`src/rtl/fwd_hazard_unit_if.sv`:
```
// rtl/fwd_hazard_unit_if.sv - operand/hazard bundle between the ID/EX stage and the forwarding unit.
// Optional perf-counter signals exist only when FWD_HAZARD_PERF_CNT_EN is defined.
interface fwd_hazard_unit_if #(
  parameter int AW         = 5,
  parameter int NUM_SRC    = 2,
  parameter int NUM_STAGES = 2
);
  localparam int SEL_W = $clog2(NUM_STAGES + 1);

  logic [NUM_SRC*AW-1:0]    id_ra;
  logic [NUM_SRC-1:0]       id_re;
  logic [NUM_SRC*AW-1:0]    ex_ra;
  logic [AW-1:0]            ex_wa;
  logic                     ex_we;
  logic                     ex_is_load;
  logic [NUM_STAGES*AW-1:0] stage_wa;
  logic [NUM_STAGES-1:0]    stage_we;
  logic                     mem_is_load;
  logic                     mem_ready;
  logic [NUM_SRC*SEL_W-1:0] fwd_sel;
  logic                     stall;
  logic                     bubble;
  logic                     freeze;
`ifdef FWD_HAZARD_PERF_CNT_EN
  logic [31:0]              stall_cycles;
  logic [31:0]              freeze_cycles;

  modport master (
    output id_ra, id_re, ex_ra, ex_wa, ex_we, ex_is_load,
    output stage_wa, stage_we, mem_is_load, mem_ready,
    input  fwd_sel, stall, bubble, freeze, stall_cycles, freeze_cycles
  );
  modport slave (
    input  id_ra, id_re, ex_ra, ex_wa, ex_we, ex_is_load,
    input  stage_wa, stage_we, mem_is_load, mem_ready,
    output fwd_sel, stall, bubble, freeze, stall_cycles, freeze_cycles
  );
`else
  modport master (
    output id_ra, id_re, ex_ra, ex_wa, ex_we, ex_is_load,
    output stage_wa, stage_we, mem_is_load, mem_ready,
    input  fwd_sel, stall, bubble, freeze
  );
  modport slave (
    input  id_ra, id_re, ex_ra, ex_wa, ex_we, ex_is_load,
    input  stage_wa, stage_we, mem_is_load, mem_ready,
    output fwd_sel, stall, bubble, freeze
  );
`endif
endinterface

```
`src/rtl/fwd_hazard_unit.sv`:
```
// rtl/fwd_hazard_unit.sv - operand forwarding, load-use stall FSM and memory-wait freeze.
// Define FWD_HAZARD_PERF_CNT_EN to add saturating stall/freeze cycle counters.
module fwd_hazard_unit #(
  parameter int AW         = 5,
  parameter int NUM_SRC    = 2,
  parameter int NUM_STAGES = 2,
  parameter int LOAD_LAT   = 1
) (
  input  logic             CLK,
  input  logic             RST,
  fwd_hazard_unit_if.slave bus
);
  localparam int SEL_W = $clog2(NUM_STAGES + 1);

  typedef enum logic {RUN = 1'b0, LU_STALL = 1'b1} state_t;

  state_t                   r_state;
  state_t                   w_next_state;
  logic [2:0]               r_cnt;
  logic [2:0]               w_next_cnt;
  logic [NUM_SRC*SEL_W-1:0] w_fwd_sel;
  logic                     w_hz;
  logic                     w_freeze;
  logic                     w_stall;
  logic                     w_bubble;

  // Walk farthest to nearest so the nearest matching stage overwrites the select last.
  always_comb begin
    w_fwd_sel = '0;
    for (int i = 0; i < NUM_SRC; i++) begin
      for (int k = NUM_STAGES; k >= 1; k--) begin
        if (bus.stage_we[k-1] &&
            (bus.stage_wa[(k-1)*AW +: AW] == bus.ex_ra[i*AW +: AW]) &&
            (bus.ex_ra[i*AW +: AW] != '0)) begin
          w_fwd_sel[i*SEL_W +: SEL_W] = SEL_W'(k);
        end
      end
    end
  end

  always_comb begin
    w_hz = 1'b0;
    for (int i = 0; i < NUM_SRC; i++) begin
      if (bus.id_re[i] && (bus.id_ra[i*AW +: AW] == bus.ex_wa)) w_hz = 1'b1;
    end
    w_hz = w_hz & bus.ex_we & bus.ex_is_load & (bus.ex_wa != '0);
  end

  assign w_freeze = bus.mem_is_load & ~bus.mem_ready & ~RST;

  always_ff @(posedge CLK) begin
    if (RST) begin
      r_state <= RUN;
      r_cnt   <= 3'd0;
    end else begin
      r_state <= w_next_state;
      r_cnt   <= w_next_cnt;
    end
  end

  // A frozen pipeline must not consume stall cycles, so state and count hold.
  always_comb begin
    w_next_state = r_state;
    w_next_cnt   = r_cnt;
    if (!w_freeze) begin
      case (r_state)
        RUN: begin
          if (w_hz && (LOAD_LAT > 1)) begin
            w_next_state = LU_STALL;
            w_next_cnt   = 3'(LOAD_LAT - 1);
          end
        end
        LU_STALL: begin
          w_next_cnt = r_cnt - 3'd1;
          if (r_cnt == 3'd1) w_next_state = RUN;
        end
        default: begin
          w_next_state = RUN;
          w_next_cnt   = 3'd0;
        end
      endcase
    end
  end

  always_comb begin
    w_stall  = 1'b0;
    w_bubble = 1'b0;
    if (RST) begin
      w_stall  = 1'b0;
      w_bubble = 1'b0;
    end else if (w_freeze) begin
      w_stall  = 1'b1;
      w_bubble = 1'b0;
    end else begin
      case (r_state)
        RUN: begin
          w_stall  = w_hz;
          w_bubble = w_hz;
        end
        LU_STALL: begin
          w_stall  = 1'b1;
          w_bubble = 1'b1;
        end
        default: begin
          w_stall  = 1'b0;
          w_bubble = 1'b0;
        end
      endcase
    end
  end

  assign bus.fwd_sel = w_fwd_sel;
  assign bus.stall   = w_stall;
  assign bus.bubble  = w_bubble;
  assign bus.freeze  = w_freeze;

`ifdef FWD_HAZARD_PERF_CNT_EN
  logic [31:0] r_stall_cycles;
  logic [31:0] r_freeze_cycles;

  always_ff @(posedge CLK) begin
    if (RST) begin
      r_stall_cycles  <= 32'd0;
      r_freeze_cycles <= 32'd0;
    end else begin
      if (w_bubble && (r_stall_cycles != 32'hFFFF_FFFF)) r_stall_cycles <= r_stall_cycles + 32'd1;
      if (w_freeze && (r_freeze_cycles != 32'hFFFF_FFFF)) r_freeze_cycles <= r_freeze_cycles + 32'd1;
    end
  end

  assign bus.stall_cycles  = r_stall_cycles;
  assign bus.freeze_cycles = r_freeze_cycles;
`endif
endmodule

```
`src/flat_wrapper.sv`:
```
// flat-port wrapper written by rule: the top's interface ports become plain ports
module fwd_hazard_unit_flat 
#(
  parameter int AW         = 5,
  parameter int NUM_SRC    = 2,
  parameter int NUM_STAGES = 2,
  parameter int LOAD_LAT   = 1
)
  (CLK, RST, bus_id_ra, bus_id_re, bus_ex_ra, bus_ex_wa, bus_ex_we, bus_ex_is_load, bus_stage_wa, bus_stage_we, bus_mem_is_load, bus_mem_ready, bus_fwd_sel, bus_stall, bus_bubble, bus_freeze);
  fwd_hazard_unit_if #(.AW(AW), .NUM_SRC(NUM_SRC), .NUM_STAGES(NUM_STAGES)) bus_i ();
  input  logic CLK;
  input  logic RST;
  input wire logic [$bits(bus_i.id_ra)-1:0] bus_id_ra;
  input wire logic [$bits(bus_i.id_re)-1:0] bus_id_re;
  input wire logic [$bits(bus_i.ex_ra)-1:0] bus_ex_ra;
  input wire logic [$bits(bus_i.ex_wa)-1:0] bus_ex_wa;
  input wire logic [$bits(bus_i.ex_we)-1:0] bus_ex_we;
  input wire logic [$bits(bus_i.ex_is_load)-1:0] bus_ex_is_load;
  input wire logic [$bits(bus_i.stage_wa)-1:0] bus_stage_wa;
  input wire logic [$bits(bus_i.stage_we)-1:0] bus_stage_we;
  input wire logic [$bits(bus_i.mem_is_load)-1:0] bus_mem_is_load;
  input wire logic [$bits(bus_i.mem_ready)-1:0] bus_mem_ready;
  output wire logic [$bits(bus_i.fwd_sel)-1:0] bus_fwd_sel;
  output wire logic [$bits(bus_i.stall)-1:0] bus_stall;
  output wire logic [$bits(bus_i.bubble)-1:0] bus_bubble;
  output wire logic [$bits(bus_i.freeze)-1:0] bus_freeze;
  assign bus_i.id_ra = bus_id_ra;
  assign bus_i.id_re = bus_id_re;
  assign bus_i.ex_ra = bus_ex_ra;
  assign bus_i.ex_wa = bus_ex_wa;
  assign bus_i.ex_we = bus_ex_we;
  assign bus_i.ex_is_load = bus_ex_is_load;
  assign bus_i.stage_wa = bus_stage_wa;
  assign bus_i.stage_we = bus_stage_we;
  assign bus_i.mem_is_load = bus_mem_is_load;
  assign bus_i.mem_ready = bus_mem_ready;
  assign bus_fwd_sel = bus_i.fwd_sel;
  assign bus_stall = bus_i.stall;
  assign bus_bubble = bus_i.bubble;
  assign bus_freeze = bus_i.freeze;
  fwd_hazard_unit #(.AW(AW), .NUM_SRC(NUM_SRC), .NUM_STAGES(NUM_STAGES), .LOAD_LAT(LOAD_LAT)) u_core (.CLK(CLK), .RST(RST), .bus(bus_i));
endmodule
```
`config.mk`:
```
export PLATFORM = sky130hd
export DESIGN_NAME = fwd_hazard_unit_flat
export DESIGN_NICKNAME = d
export VERILOG_FILES = /design/src/rtl/fwd_hazard_unit_if.sv /design/src/rtl/fwd_hazard_unit.sv /design/src/flat_wrapper.sv
export SDC_FILE = /design/constraint.sdc
export NUM_CORES = 1
export LEC_CHECK = 0
export ABC_AREA = 1
export CORE_AREA = 2 2 51 53
export DETAILED_ROUTE_END_ITERATION = 7
export DIE_AREA = 0 0 53 55
export HOLD_SLACK_MARGIN = 0.08
export PLACE_DENSITY = 0.77
export SYNTH_ARGS = -nofsm -noshare
export SYNTH_HDL_FRONTEND = slang
export SYNTH_SLANG_ARGS = --single-unit
```
`constraint.sdc`:
```
create_clock -name CLK -period 1.4 [get_ports CLK]
set_clock_uncertainty 0.2 [all_clocks]
set_input_delay 0.28 -clock CLK [delete_from_list [all_inputs] [get_ports CLK]]
set_output_delay 0.28 -clock CLK [all_outputs]
set_load 0.01 [all_outputs]
```
==> summary.txt <==
Physical design

The end-of-flow timing check tallies setup violations at 6. The worst-case setup margin in the final layout stands at -0.220 ns. The fraction of layout instances using a drive strength above 1 stands at 0.479. In the finished layout, the clock tree contains a buffer count of 3. The proportion of total power due to net switching stands at 0.338. Summed over all failing endpoints, the final setup total negative slack is -1.02 ns. Post-synth the commonest register cell is sky130_fd_sc_hd__dfxtp_1. The fraction of final cell area spent on non-clock buffers in this run is 0.375.

The cell family contributing the most delay on the critical path is simple AND/OR/NAND/NOR gates. Per STA, the startpoint of the critical path is bus_stage_wa[3]. Per the synthesis report, the dominant area consumer among library cells is sky130_fd_sc_hd__nand2_1. The static leakage stands at around 0.00083 µW. The total half-perimeter wirelength after legalization and detailed placement stands at between 2000 and 2500 µm. The critical path endpoint has a required time of between 0.9 and 1 ns. In this run the remaining antenna-violating nets after routing total 0.

The critical path goes through buf_6 -> or2_1 -> a21oi_2 -> nand3_2 -> nor2b_4 -> nor2_4 -> buf_6. The run finished, with violations left. For this run, combinational gates with multiple inputs come to 112. The power in sequential cells stands at between 100 and 150 µW. The area fraction of the largest cell type after synthesis is 0.223. The final reports fail on negative setup slack. The share of the clock period used by the worst path after layout stands at 1.16. Per the timing report, the most critical flop-to-flop path finishes at u_core.r_cnt[1]. The register clock-pin slew on the reported worst setup and hold paths stands at approximately 0.030 ns. The area fraction in compound gates stands at 0.100. Post-synthesis, Yosys gives the total cell area as between 700 and 800 µm². The power per standard cell area stands at ~390 nW/µm². The detailed-routed wire length on met2 stands at roughly 1500 µm. Looking at the area split, the leading class of cells is multi-input combinational cells.

met2 is the most crowded layer.
### Wiring heat map

Scale bar: 20 µm. The die is cut into 11 by 11 equal tiles; dark purple is low, yellow is high, scaled to the fullest tile. Values are wire area over tile area, all layers added.
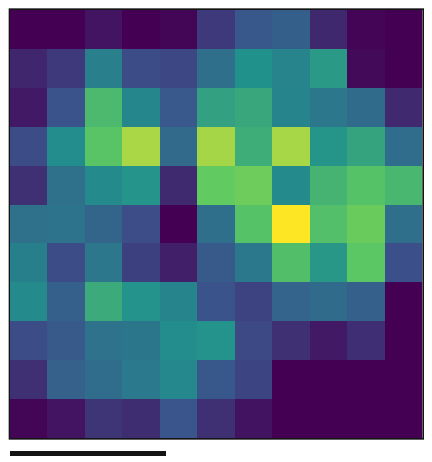
fullest tile: 0.47
mean over tiles: 0.15
densest ninth of the die: right middle
nearly empty tiles: 16%
emptiest ninth of the die: bottom right
final WL: 2740 µm
gr usage total: 0.198
overall via count from detail_route: 1128
detail-routed net length per standard cell: 11.3 µm

### Met1 routing

Scale bar: 20 µm. Supply wires on this layer in grey. Cells faint in the background.
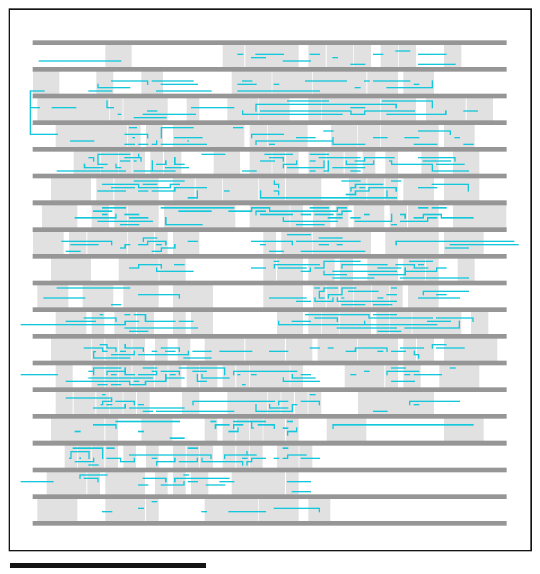
longest straight run: 16.1 µm
wire length on this layer: 1050 µm
met1 track demand over resource in global routing: 0.226

### Clock network drawn from the DEF

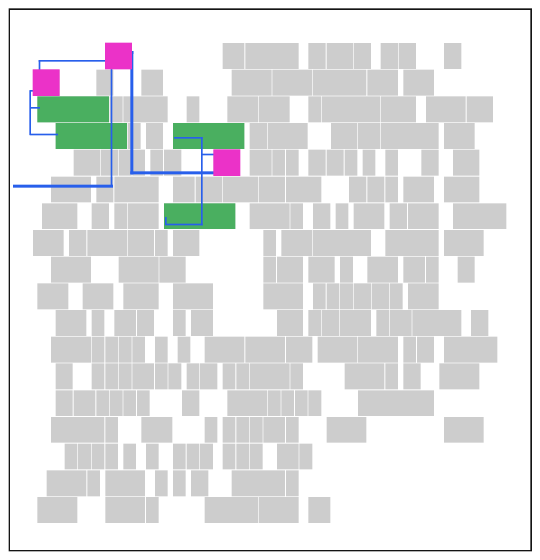
[blue] clock wires | length: 84.5 µm
[magenta] clock drivers | count: 3
[green] flip-flops | count: 4
flops lie: top left
routed clock nets: 4
clock network fraction of design power: 0.238
insertion delay to the later sink of the worst-skew pair: 0.24 ns
clock group power: 145 µW

### Placement view

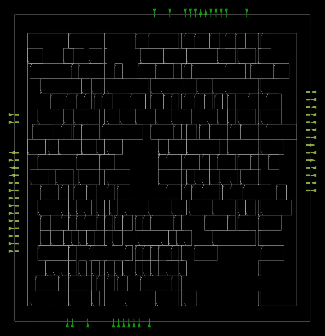
number of standard-cell rows in the floorplan: 18
tapcells inserted: 30
share of cell area taken by flip-flops and latches: 0.0516
num sequential: 4

### Cells by drive strength

Scale bar: 20 µm.
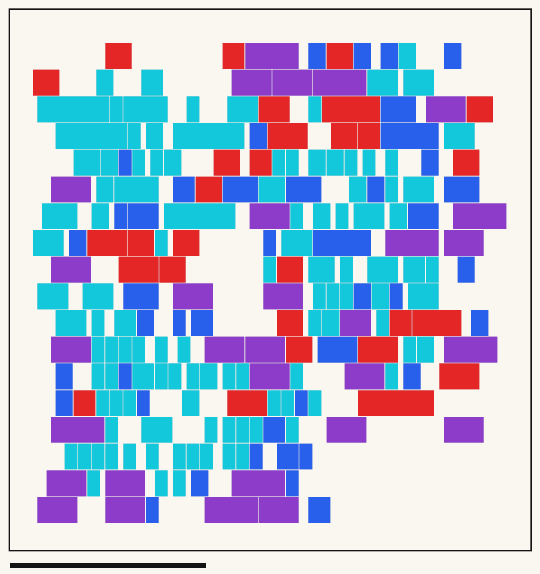
[cyan] _0 and _1 cells | cells: 111 | share: 52%
[blue] _2 cells | cells: 43 | share: 20%
[purple] _6 and larger | cells: 30 | share: 14%
[red] _3 and _4 cells | cells: 29 | share: 14%
Final Instance Area: 1550 µm²
signed area change from the synthesized netlist to the final layout: 100%
buffer count excluding the clock tree in the final layout: 63
worst path setup slack after routing: -0.220 ns

Power and IR drop assume default switching activity.
